`config.mk`:
```
export PLATFORM = sky130hd
export DESIGN_NAME = periph_bus_arbiter_flat
export DESIGN_NICKNAME = d
export VERILOG_FILES = /design/src/rtl/periph_bus_arbiter_if.sv /design/src/rtl/periph_bus_arbiter.sv /design/src/flat_wrapper.sv
export SDC_FILE = /design/constraint.sdc
export NUM_CORES = 1
export LEC_CHECK = 0
export CAP_MARGIN = 25
export CORE_AREA = 8 8 147 149
export DETAILED_ROUTE_END_ITERATION = 7
export DIE_AREA = 0 0 155 157
export SLEW_MARGIN = 10
export SYNTH_ARGS = -nofsm -noshare
export SYNTH_HDL_FRONTEND = slang
export SYNTH_SLANG_ARGS = --single-unit
```
`constraint.sdc`:
```
create_clock -name clk -period 5.1 [get_ports clk]
set_input_delay 0.51 -clock clk [delete_from_list [all_inputs] [get_ports clk]]
set_output_delay 0.51 -clock clk [all_outputs]
set_load 0.1 [all_outputs]
```
`src/rtl/periph_bus_arbiter_if.sv`:
```
// Peripheral register-port bundle shared by three masters and one slave.
// The arbiter connects through the slave modport; the masters and the peripheral drive the other side.
interface periph_bus_arbiter_if #(
  parameter int ADDR_W = 32,
  parameter int DATA_W = 32
);

  logic              m0_req_i;
  logic              m0_lock_i;
  logic              m0_we_i;
  logic [ADDR_W-1:0] m0_addr_i;
  logic [DATA_W-1:0] m0_wdata_i;
  logic              m0_gnt_o;
  logic [DATA_W-1:0] m0_rdata_o;

  logic              m1_req_i;
  logic              m1_lock_i;
  logic              m1_we_i;
  logic [ADDR_W-1:0] m1_addr_i;
  logic [DATA_W-1:0] m1_wdata_i;
  logic              m1_gnt_o;
  logic [DATA_W-1:0] m1_rdata_o;

  logic              m2_req_i;
  logic              m2_lock_i;
  logic              m2_we_i;
  logic [ADDR_W-1:0] m2_addr_i;
  logic [DATA_W-1:0] m2_wdata_i;
  logic              m2_gnt_o;
  logic [DATA_W-1:0] m2_rdata_o;

  logic              s_we_o;
  logic [ADDR_W-1:0] s_addr_o;
  logic [DATA_W-1:0] s_wdata_o;
  logic [DATA_W-1:0] s_rdata_i;

  logic              lock_timeout_o;

  // The arbiter's view.
  modport slave (
    input  m0_req_i, m0_lock_i, m0_we_i, m0_addr_i, m0_wdata_i,
    input  m1_req_i, m1_lock_i, m1_we_i, m1_addr_i, m1_wdata_i,
    input  m2_req_i, m2_lock_i, m2_we_i, m2_addr_i, m2_wdata_i,
    input  s_rdata_i,
    output m0_gnt_o, m0_rdata_o, m1_gnt_o, m1_rdata_o, m2_gnt_o, m2_rdata_o,
    output s_we_o, s_addr_o, s_wdata_o, lock_timeout_o
  );

  // Requesters plus the peripheral.
  modport master (
    output m0_req_i, m0_lock_i, m0_we_i, m0_addr_i, m0_wdata_i,
    output m1_req_i, m1_lock_i, m1_we_i, m1_addr_i, m1_wdata_i,
    output m2_req_i, m2_lock_i, m2_we_i, m2_addr_i, m2_wdata_i,
    output s_rdata_i,
    input  m0_gnt_o, m0_rdata_o, m1_gnt_o, m1_rdata_o, m2_gnt_o, m2_rdata_o,
    input  s_we_o, s_addr_o, s_wdata_o, lock_timeout_o
  );

endinterface

```
`src/rtl/periph_bus_arbiter.sv`:
```
// Three-master arbiter for the single-cycle peripheral register port, with bus lock and lock timeout.
// Define PERIPH_ARB_ROUND_ROBIN_EN for round-robin arbitration; fixed priority m0 > m1 > m2 otherwise.
module periph_bus_arbiter #(
  parameter int ADDR_W   = 32,
  parameter int DATA_W   = 32,
  parameter int LOCK_MAX = 16
) (
  input  logic                  clk,
  input  logic                  rst,
  periph_bus_arbiter_if.slave   bus
);

  typedef enum logic [1:0] {
    IDLE = 2'd0,
    BUSY = 2'd1,
    LOCK = 2'd2
  } state_t;

  localparam logic [7:0] LOCK_MAX_C = 8'(LOCK_MAX);

  state_t            state;
  logic [2:0]        gnt;
  logic [7:0]        lock_cnt;
  logic              lock_timeout;

  logic [2:0]        req;
  logic [2:0]        lock;
  logic [2:0]        we;
  logic [ADDR_W-1:0] addr  [3];
  logic [DATA_W-1:0] wdata [3];

  logic [2:0]        idle_win;
  logic [2:0]        exit_win;
  logic              g_hold;

  logic              s_we;
  logic [ADDR_W-1:0] s_addr;
  logic [DATA_W-1:0] s_wdata;

  assign req      = {bus.m2_req_i,  bus.m1_req_i,  bus.m0_req_i};
  assign lock     = {bus.m2_lock_i, bus.m1_lock_i, bus.m0_lock_i};
  assign we       = {bus.m2_we_i,   bus.m1_we_i,   bus.m0_we_i};
  assign addr[0]  = bus.m0_addr_i;
  assign addr[1]  = bus.m1_addr_i;
  assign addr[2]  = bus.m2_addr_i;
  assign wdata[0] = bus.m0_wdata_i;
  assign wdata[1] = bus.m1_wdata_i;
  assign wdata[2] = bus.m2_wdata_i;

  // Current grantee still wants the bus and asks to keep it; lock_i of others is ignored.
  assign g_hold = |(gnt & req & lock);

`ifdef PERIPH_ARB_ROUND_ROBIN_EN
  logic [1:0] last_gnt;
  logic [1:0] g_idx;

  // First eligible requester strictly after ptr in circular order 0->1->2->0.
  function automatic logic [2:0] pick(input logic [2:0] elig, input logic [1:0] ptr);
    logic [2:0] win;
    logic [1:0] idx;
    win = '0;
    idx = ptr;
    for (int k = 0; k < 3; k++) begin
      idx = (idx == 2'd2) ? 2'd0 : idx + 2'd1;
      if (win == 3'b000 && elig[idx]) win[idx] = 1'b1;
    end
    return win;
  endfunction

  always_comb begin
    g_idx = 2'd0;
    if (gnt[1]) g_idx = 2'd1;
    if (gnt[2]) g_idx = 2'd2;
  end

  assign idle_win = pick(req, last_gnt);
  assign exit_win = pick(req & ~gnt, g_idx);
`else
  function automatic logic [2:0] pick(input logic [2:0] elig);
    logic [2:0] win;
    win = '0;
    if      (elig[0]) win = 3'b001;
    else if (elig[1]) win = 3'b010;
    else if (elig[2]) win = 3'b100;
    return win;
  endfunction

  assign idle_win = pick(req);
  // The master just served is excluded so its current req is never re-granted.
  assign exit_win = pick(req & ~gnt);
`endif

  // NOTE: state uses non-blocking assignments so every register updates from pre-edge values.
  always_ff @(posedge clk or negedge rst) begin
    if (!rst) begin
      state        <= IDLE;
      gnt          <= '0;
      lock_cnt     <= '0;
      lock_timeout <= 1'b0;
`ifdef PERIPH_ARB_ROUND_ROBIN_EN
      last_gnt     <= 2'd2;
`endif
    end else begin
      lock_timeout <= 1'b0;
`ifdef PERIPH_ARB_ROUND_ROBIN_EN
      if (|gnt) last_gnt <= g_idx;
`endif
      case (state)
        IDLE: begin
          if (|req) begin
            gnt   <= idle_win;
            state <= BUSY;
          end
        end
        BUSY: begin
          if (g_hold) begin
            lock_cnt <= 8'd1;
            state    <= LOCK;
          end else begin
            gnt   <= exit_win;
            state <= (|exit_win) ? BUSY : IDLE;
          end
        end
        LOCK: begin
          if (g_hold && lock_cnt != LOCK_MAX_C) begin
            lock_cnt <= lock_cnt + 8'd1;
          end else begin
            // A release with lock still asserted can only be the forced one.
            lock_cnt     <= '0;
            lock_timeout <= g_hold;
            gnt          <= exit_win;
            state        <= (|exit_win) ? BUSY : IDLE;
          end
        end
        default: begin
          state    <= IDLE;
          gnt      <= '0;
          lock_cnt <= '0;
        end
      endcase
    end
  end

  // NOTE: every always_comb output gets a default first so no path can infer a latch.
  always_comb begin
    s_we    = 1'b0;
    s_addr  = '0;
    s_wdata = '0;
    for (int i = 0; i < 3; i++) begin
      s_we    = s_we    | (gnt[i] & we[i]);
      s_addr  = s_addr  | ({ADDR_W{gnt[i]}} & addr[i]);
      s_wdata = s_wdata | ({DATA_W{gnt[i]}} & wdata[i]);
    end
  end

  assign bus.s_we_o         = s_we;
  assign bus.s_addr_o       = s_addr;
  assign bus.s_wdata_o      = s_wdata;
  assign bus.lock_timeout_o = lock_timeout;

  assign bus.m0_gnt_o   = gnt[0];
  assign bus.m1_gnt_o   = gnt[1];
  assign bus.m2_gnt_o   = gnt[2];
  assign bus.m0_rdata_o = gnt[0] ? bus.s_rdata_i : '0;
  assign bus.m1_rdata_o = gnt[1] ? bus.s_rdata_i : '0;
  assign bus.m2_rdata_o = gnt[2] ? bus.s_rdata_i : '0;

endmodule

```
`src/flat_wrapper.sv`:
```
// flat-port wrapper written by rule: the top's interface ports become plain ports
module periph_bus_arbiter_flat 
#(
  parameter int ADDR_W   = 32,
  parameter int DATA_W   = 32,
  parameter int LOCK_MAX = 16
)
  (clk, rst, bus_m0_req_i, bus_m0_lock_i, bus_m0_we_i, bus_m0_addr_i, bus_m0_wdata_i, bus_m1_req_i, bus_m1_lock_i, bus_m1_we_i, bus_m1_addr_i, bus_m1_wdata_i, bus_m2_req_i, bus_m2_lock_i, bus_m2_we_i, bus_m2_addr_i, bus_m2_wdata_i, bus_s_rdata_i, bus_m0_gnt_o, bus_m0_rdata_o, bus_m1_gnt_o, bus_m1_rdata_o, bus_m2_gnt_o, bus_m2_rdata_o, bus_s_we_o, bus_s_addr_o, bus_s_wdata_o, bus_lock_timeout_o);
  periph_bus_arbiter_if #(.ADDR_W(ADDR_W), .DATA_W(DATA_W)) bus_i ();
  input  logic clk;
  input  logic rst;
  input wire logic [$bits(bus_i.m0_req_i)-1:0] bus_m0_req_i;
  input wire logic [$bits(bus_i.m0_lock_i)-1:0] bus_m0_lock_i;
  input wire logic [$bits(bus_i.m0_we_i)-1:0] bus_m0_we_i;
  input wire logic [$bits(bus_i.m0_addr_i)-1:0] bus_m0_addr_i;
  input wire logic [$bits(bus_i.m0_wdata_i)-1:0] bus_m0_wdata_i;
  input wire logic [$bits(bus_i.m1_req_i)-1:0] bus_m1_req_i;
  input wire logic [$bits(bus_i.m1_lock_i)-1:0] bus_m1_lock_i;
  input wire logic [$bits(bus_i.m1_we_i)-1:0] bus_m1_we_i;
  input wire logic [$bits(bus_i.m1_addr_i)-1:0] bus_m1_addr_i;
  input wire logic [$bits(bus_i.m1_wdata_i)-1:0] bus_m1_wdata_i;
  input wire logic [$bits(bus_i.m2_req_i)-1:0] bus_m2_req_i;
  input wire logic [$bits(bus_i.m2_lock_i)-1:0] bus_m2_lock_i;
  input wire logic [$bits(bus_i.m2_we_i)-1:0] bus_m2_we_i;
  input wire logic [$bits(bus_i.m2_addr_i)-1:0] bus_m2_addr_i;
  input wire logic [$bits(bus_i.m2_wdata_i)-1:0] bus_m2_wdata_i;
  input wire logic [$bits(bus_i.s_rdata_i)-1:0] bus_s_rdata_i;
  output wire logic [$bits(bus_i.m0_gnt_o)-1:0] bus_m0_gnt_o;
  output wire logic [$bits(bus_i.m0_rdata_o)-1:0] bus_m0_rdata_o;
  output wire logic [$bits(bus_i.m1_gnt_o)-1:0] bus_m1_gnt_o;
  output wire logic [$bits(bus_i.m1_rdata_o)-1:0] bus_m1_rdata_o;
  output wire logic [$bits(bus_i.m2_gnt_o)-1:0] bus_m2_gnt_o;
  output wire logic [$bits(bus_i.m2_rdata_o)-1:0] bus_m2_rdata_o;
  output wire logic [$bits(bus_i.s_we_o)-1:0] bus_s_we_o;
  output wire logic [$bits(bus_i.s_addr_o)-1:0] bus_s_addr_o;
  output wire logic [$bits(bus_i.s_wdata_o)-1:0] bus_s_wdata_o;
  output wire logic [$bits(bus_i.lock_timeout_o)-1:0] bus_lock_timeout_o;
  assign bus_i.m0_req_i = bus_m0_req_i;
  assign bus_i.m0_lock_i = bus_m0_lock_i;
  assign bus_i.m0_we_i = bus_m0_we_i;
  assign bus_i.m0_addr_i = bus_m0_addr_i;
  assign bus_i.m0_wdata_i = bus_m0_wdata_i;
  assign bus_i.m1_req_i = bus_m1_req_i;
  assign bus_i.m1_lock_i = bus_m1_lock_i;
  assign bus_i.m1_we_i = bus_m1_we_i;
  assign bus_i.m1_addr_i = bus_m1_addr_i;
  assign bus_i.m1_wdata_i = bus_m1_wdata_i;
  assign bus_i.m2_req_i = bus_m2_req_i;
  assign bus_i.m2_lock_i = bus_m2_lock_i;
  assign bus_i.m2_we_i = bus_m2_we_i;
  assign bus_i.m2_addr_i = bus_m2_addr_i;
  assign bus_i.m2_wdata_i = bus_m2_wdata_i;
  assign bus_i.s_rdata_i = bus_s_rdata_i;
  assign bus_m0_gnt_o = bus_i.m0_gnt_o;
  assign bus_m0_rdata_o = bus_i.m0_rdata_o;
  assign bus_m1_gnt_o = bus_i.m1_gnt_o;
  assign bus_m1_rdata_o = bus_i.m1_rdata_o;
  assign bus_m2_gnt_o = bus_i.m2_gnt_o;
  assign bus_m2_rdata_o = bus_i.m2_rdata_o;
  assign bus_s_we_o = bus_i.s_we_o;
  assign bus_s_addr_o = bus_i.s_addr_o;
  assign bus_s_wdata_o = bus_i.s_wdata_o;
  assign bus_lock_timeout_o = bus_i.lock_timeout_o;
  periph_bus_arbiter #(.ADDR_W(ADDR_W), .DATA_W(DATA_W), .LOCK_MAX(LOCK_MAX)) u_core (.clk(clk), .rst(rst), .bus(bus_i));
endmodule
```
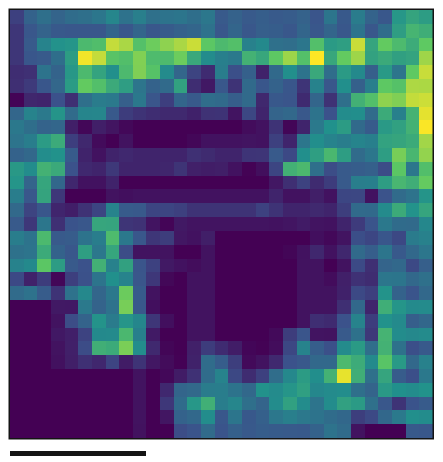
Figure 1: run 1, signal metal coverage by tile.
Bar = 50 µm. 31 x 31 tiles, from dark purple (low) to yellow (high), scaled to the fullest tile. Values are wire area over tile area, all layers added.
nearly empty tiles	17%
tiles over half the peak	17%
densest ninth of the die	north-east
total vias in the final route: 4,309
gr usage total: 0.158
mean routed wirelength per cell: 21.5 µm
overall routed net length: 21,400 µm

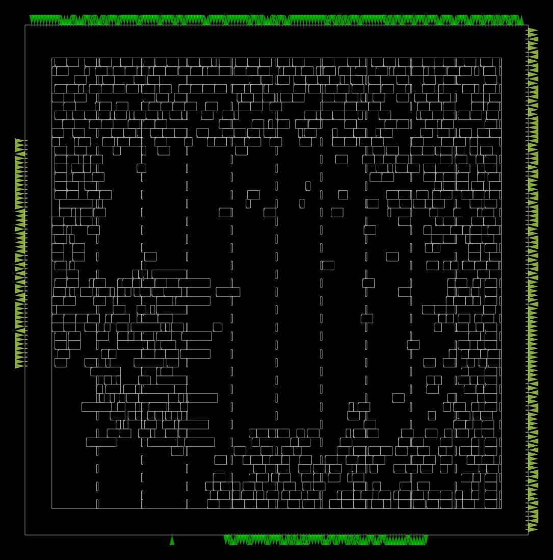
Figure 2: run 1, placed standard cells.
Layout Utilization: 0.363
Filler cells: 2,000

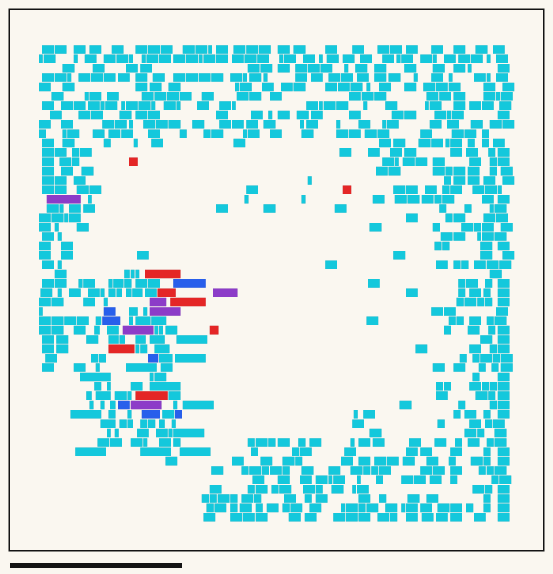
Figure 3: run 1, cells by drive strength.
Bar = 50 µm.
colour	size	cells	share
cyan	drive 1 or less	708	97%
purple	drive 6 and up	6	0.82%
red	drive 3 to 4	8	1.1%
blue	drive 2	7	0.96%
Final Cell Area: 6970 µm²
Layout area overhead: 165%

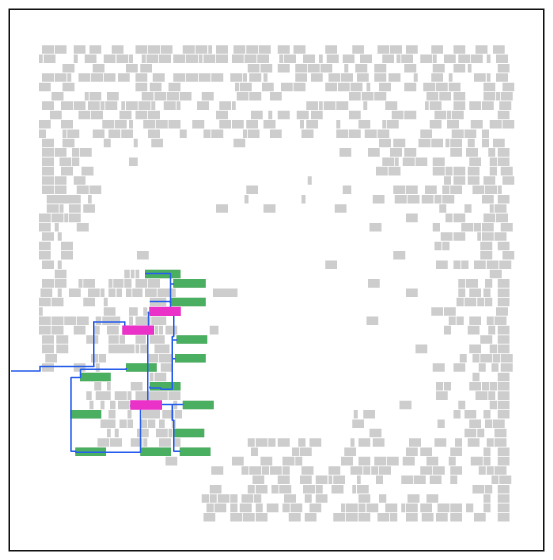
Figure 4: run 1, clock network drawn from the DEF.
[blue] clock wires | length: 243 µm
[green] flip-flops | count: 14
[magenta] cells driving clock nets | count: 3
routed clock nets	4
worst skew pair latency: 250 ps
clock skew: 5.67 ps

==> results_dict.tcl, run 1 <==
# place-and-route summary
set metrics [dict create \
    ys_async_sr_fraction 1.00 \
    fin_crit_sh 0.680 \
    cts_root_buffer "clkbuf_16" \
    syn_avg_cell_area_um2 7.32 \
    dpl.cell_count 988 \
    worstPathCellList "buf_4, a222oi_1, inv_1, clkdlybuf4s50_1" \
    layout.comb_gates.multi_input 230 \
    largest_register_ffs 8 \
    finalSetupViolCount 0 \
    grt_start_max_net_pins 102 \
    die.size.y_um 157 \
    comb_share 0.263 \
    fp_util 0.137 \
    common_cells "97 x and2_1, 77 x inv_1, 65 x a222oi_1" \
    r2r_slack_ps 2790 \
    diodes 1 \
    clock_sinks 14 \
    rsz0062_at_grt "false" \
    grt_first_pass_wirelength_um 29200 \
    post_cts_buffers 0 \
    synth-compound-area-share 0.345 \
    top_cell_area_share 0.248 \
    hold_ws_ps 555 \
    post_dp_cell_area_um2 6830 \
    buf_share 0.583 \
    drt_iter0_markers 478 \
    holdPathStages 1 \
    antenna_found_initial 1 \
    buffers 404 \
    n_tap_cell 265 \
    path_class "reg2out" \
    ys_seq_frac 0.133 \
    worst_slack_ps 1630 \
    slowest_stage "clkdlybuf4s50_1" \
    preCtsSetupSlack_ps 1800 \
    ys_cells 359 \
    clk_pin_slew_ps 50 \
    cts_made_buffers 3 \
    wl_met2_um 10400 \
    drive_gt1_frac 0.0288 \
    std_cell_rows 51 \
    inverters 77 \
    gr-usage-met3 0.0365 \
    synth_area_um2 2630 \
    chip_area_um2 24300 \
    grt.met2_usage 0.269 \
    maxCapViolCount 0 \
    met3_length_um 1990 \
    ios 400 \
    critPathLaunch "u_core.gnt[1]" \
    n_clock_buffer 4 \
    top_layer_used "met5" \
    reg_top3 "u_core.lock_cnt: 8 flops, u_core.gnt: 3 flops, u_core.state: 2 flops" \
    cts_tree "built" \
    ctsHtreeMaxLevel 1 \
    lay_top_cells "399 x clkdlybuf4s50_1, 97 x and2_1, 77 x inv_1" \
    syn_inst 359 \
    cp_top_family "buffers and inverters" \
    seq_cell_count 14 \
    ys_top_cells_by_area "a222oi_1 25%, and2_1 23%, dfrtp_1 13%, inv_1 11%, clkbuf_1 4.7%" \
    slew_headroom 0.272 \
    hold_buffers 0 \
    layout_top_cell "clkdlybuf4s50_1" \
    arrival_ps 2960 \
    period_needed_ps 3470 \
    synthFlopType "dfrtp_1" \
    run_status "finished, final reports clean" \
    path_max_fanout 34 \
    drc_errors 0 \
    min_from "u_core.lock_cnt[7]" \
    xor_share 0 \
    synth_area_leader_cell "a222oi_1" \
    logic_area_um2 1830 \
    slew_viol_final 0 \
    clock.fmax_mhz 288 \
    r2r_start "u_core.gnt[2]" \
    r2r_cells 5 \
    critical_path_depth 4 \
    firstDrtPassIters 8 \
]
Figure 5. Where the registers sit (run 1).
Other sequential cells in the stronger grey, the rest of the logic in the fainter grey.
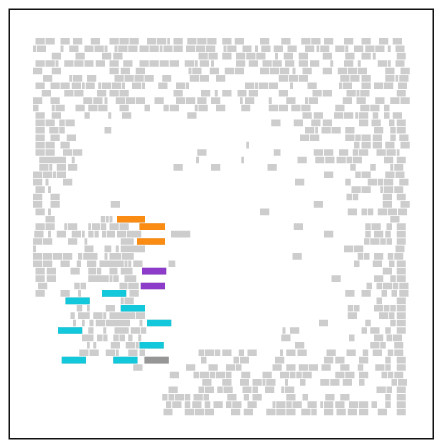

==> run 1 -> run 2 <==
- CORE_AREA: 8 8 147 149 -> 8 8 151 153
- DIE_AREA: 0 0 155 157 -> 0 0 159 161
- clock period: 5.1 -> 2.8 ns (I/O delays scaled with it)
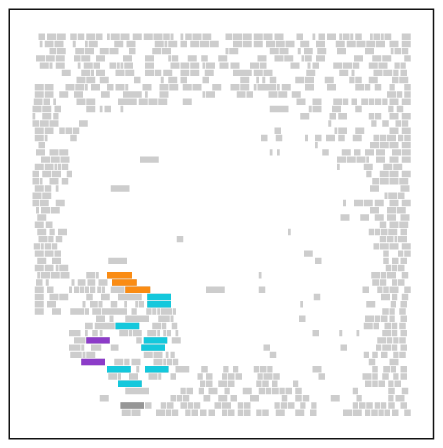
Figure 6: run 2, where the registers sit.
Other sequential cells in the stronger grey, the rest of the logic in the fainter grey.
colour	netlist name	flops
cyan	u_core.lock_cnt	8
orange	u_core.gnt	3
purple	u_core.state	2
flop share of the area: 0.0527
FF+latch area: 354 µm²
Layout Utilization: 0.327

==> run 2 against run 1 <==
Compared with the run above: critical path depth up 1; non-clock buffer count rose by 11.
==> results_dict.tcl, run 2 <==
# place-and-route summary
set metrics [dict create \
    top_layer_used "met5" \
    cp_top_family "buffers and inverters" \
    xor_share 0 \
    std_cell_rows 53 \
    buf_share 0.568 \
    die.size.y_um 161 \
    cts_root_buffer "clkbuf_16" \
    met3_length_um 1620 \
    lay_top_cells "234 x clkdlybuf4s50_1, 172 x buf_4, 97 x and2_1" \
    drc_errors 0 \
    chip_area_um2 25600 \
    path_max_fanout 41 \
    worst_slack_ps 423 \
    cts_tree "built" \
    ctsHtreeMaxLevel 1 \
    synth_area_leader_cell "a222oi_1" \
    layout_top_cell "clkdlybuf4s50_1" \
    cts_made_buffers 3 \
    comb_share 0.273 \
    ys_top_cells_by_area "a222oi_1 25%, and2_1 23%, dfrtp_1 13%, inv_1 11%, clkbuf_1 4.7%" \
    post_cts_buffers 0 \
    gr-usage-met3 0.0359 \
    diodes 0 \
    clk_pin_slew_ps 50 \
    buffers 415 \
    slowest_stage "dfrtp_2" \
    arrival_ps 2100 \
    ys_async_sr_fraction 1.00 \
    syn_avg_cell_area_um2 7.32 \
    synth_area_um2 2630 \
    fin_crit_sh 0.849 \
    finalSetupViolCount 0 \
    grt_start_max_net_pins 42 \
    clock.fmax_mhz 421 \
    grt.total_usage 0.136 \
    dpl.cell_count 1011 \
    hold_ws_ps 435 \
    fp_util 0.128 \
    wl_met2_um 9510 \
    wl_per_cell_um 19.0 \
    grt_first_pass_wirelength_um 27900 \
    clock_sinks 14 \
    drt_iter0_markers 422 \
    worstPathCellList "buf_12, a222oi_1, buf_4, inv_1, buf_4" \
    critPathLaunch "u_core.gnt[2]" \
    firstDrtPassIters 7 \
    n_tap_cell 275 \
    ios 400 \
    slew_viol_final 0 \
    preCtsSetupSlack_ps 581 \
    run_status "finished, final reports clean" \
    n_clock_buffer 4 \
    r2r_slack_ps 860 \
    reg_top3 "u_core.lock_cnt: 8 flops, u_core.gnt: 3 flops, u_core.state: 2 flops" \
    logic_area_um2 1830 \
    wirelength_um 19300 \
    area_growth_syn_to_layout_pct 156 \
    hold_buffers 0 \
    clock_latency_ps 240 \
    period_needed_ps 2380 \
    drive_gt1_frac 0.265 \
    largest_register_ffs 8 \
    maxCapViolCount 0 \
]
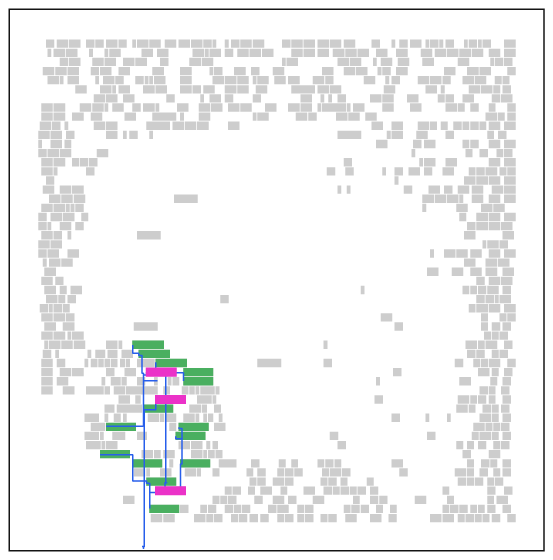
Figure 7: run 2, clock network drawn from the DEF.
[green] flip-flops | count: 14
[magenta] cells driving clock nets | count: 3
[blue] clock wires | length: 216 µm
routed clock nets	4

Figure 8. Placed standard cells (run 2).
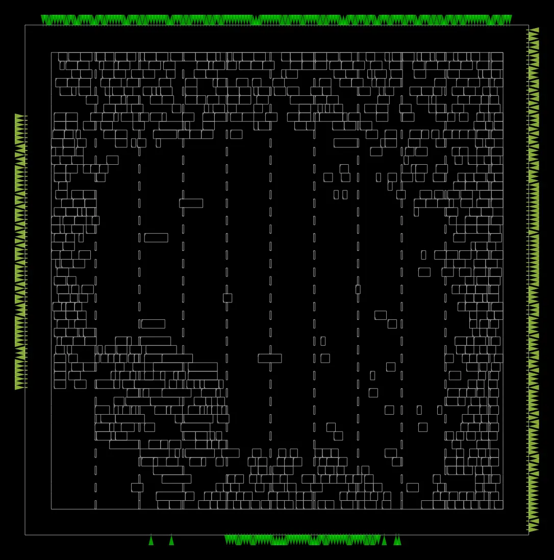

==> run 2 -> run 3 <==
- CORE_AREA: 8 8 151 153 -> 8 8 150 152
- DIE_AREA: 0 0 159 161 -> 0 0 158 160
- clock period: 2.8 -> 2.2 ns (I/O delays scaled with it)
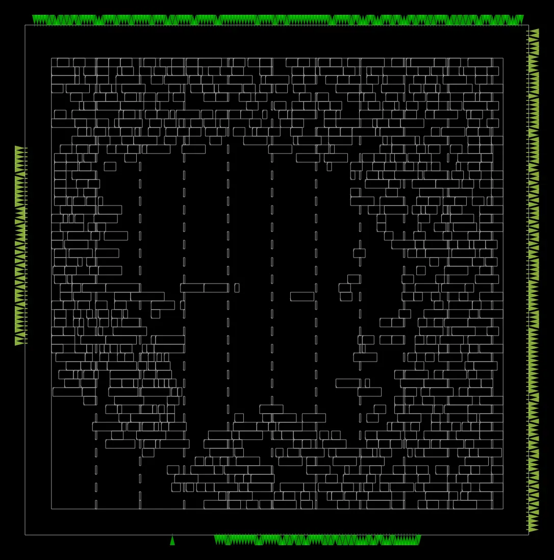
Figure 9: run 3, placed standard cells.
Layout Cells excl Fill: 1,019
tap cell count: 270
Filler cells: 1,896

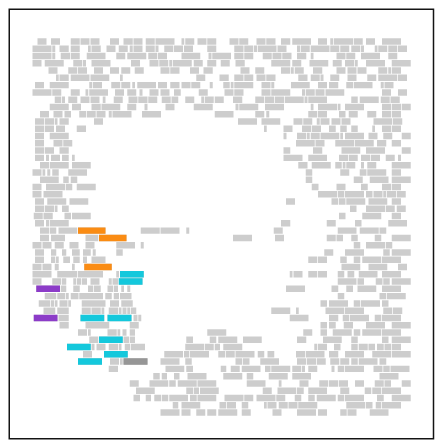
Figure 10: run 3, where the registers sit.
Other sequential cells in the stronger grey, the rest of the logic in the fainter grey.
colour	netlist name	flops
orange	u_core.gnt	3
purple	u_core.state	2
cyan	u_core.lock_cnt	8
not coloured	1
Layout Utilization: 0.444
FF+latch area: 362 µm²

==> run 3 against run 2 <==
Compared with the run above: critical path depth shrank 1; largest cell class unchanged; worst hold slack got worse by 35 ps; clock skew shrank 0.76 ps; cell count grew 0.39%; via count increased by 2.8%; worst setup slack worse by 320 ps; final area is 32% higher.
==> results_dict.tcl, run 3 <==
# place-and-route summary
set metrics [dict create \
    grt_first_pass_wirelength_um 31700 \
    logic_area_um2 1940 \
    syn_avg_cell_area_um2 7.32 \
    wirelength_um 22300 \
    largest_register_ffs 8 \
    slew_viol_final 0 \
    path_class "reg2out" \
    std_cell_rows 52 \
    dpl.cell_count 1013 \
    design_area_um2 8890 \
    critPathLaunch "u_core.gnt[2]" \
    period_needed_ps 2100 \
    cts_root_buffer "clkbuf_16" \
    drc_errors 0 \
    buffers 422 \
    grt_start_max_net_pins 61 \
    antenna_found_initial 3 \
    hold_ws_ps 399 \
    finalSetupViolCount 0 \
    ys_top_cells_by_area "a222oi_1 25%, and2_1 23%, dfrtp_1 13%, inv_1 11%, clkbuf_1 4.7%" \
    clock_skew_ps 1.92 \
    n_clock_buffer 4 \
    syn_inst 359 \
    lay_top_cells "234 x clkdlybuf4s50_1, 169 x buf_12, 85 x and2_2" \
    fin_crit_sh 0.955 \
    buf_share 0.660 \
    clock_latency_ps 240 \
    cp_top_family "flip-flops" \
    slowest_stage "dfrtp_4" \
    wl_per_cell_um 21.9 \
    ys_cells 359 \
    drive_gt1_frac 0.474 \
    ys_seq_frac 0.133 \
    run_status "finished, final reports clean" \
    grt.total_usage 0.164 \
    clk_pin_slew_ps 50 \
    wl_met2_um 11300 \
    chip_area_um2 25300 \
    maxCapViolCount 0 \
    ys_async_sr_fraction 1.00 \
    firstDrtPassIters 6 \
    grt.met2_usage 0.294 \
    met3_length_um 2470 \
    cts_made_buffers 3 \
    clock.fmax_mhz 476 \
]
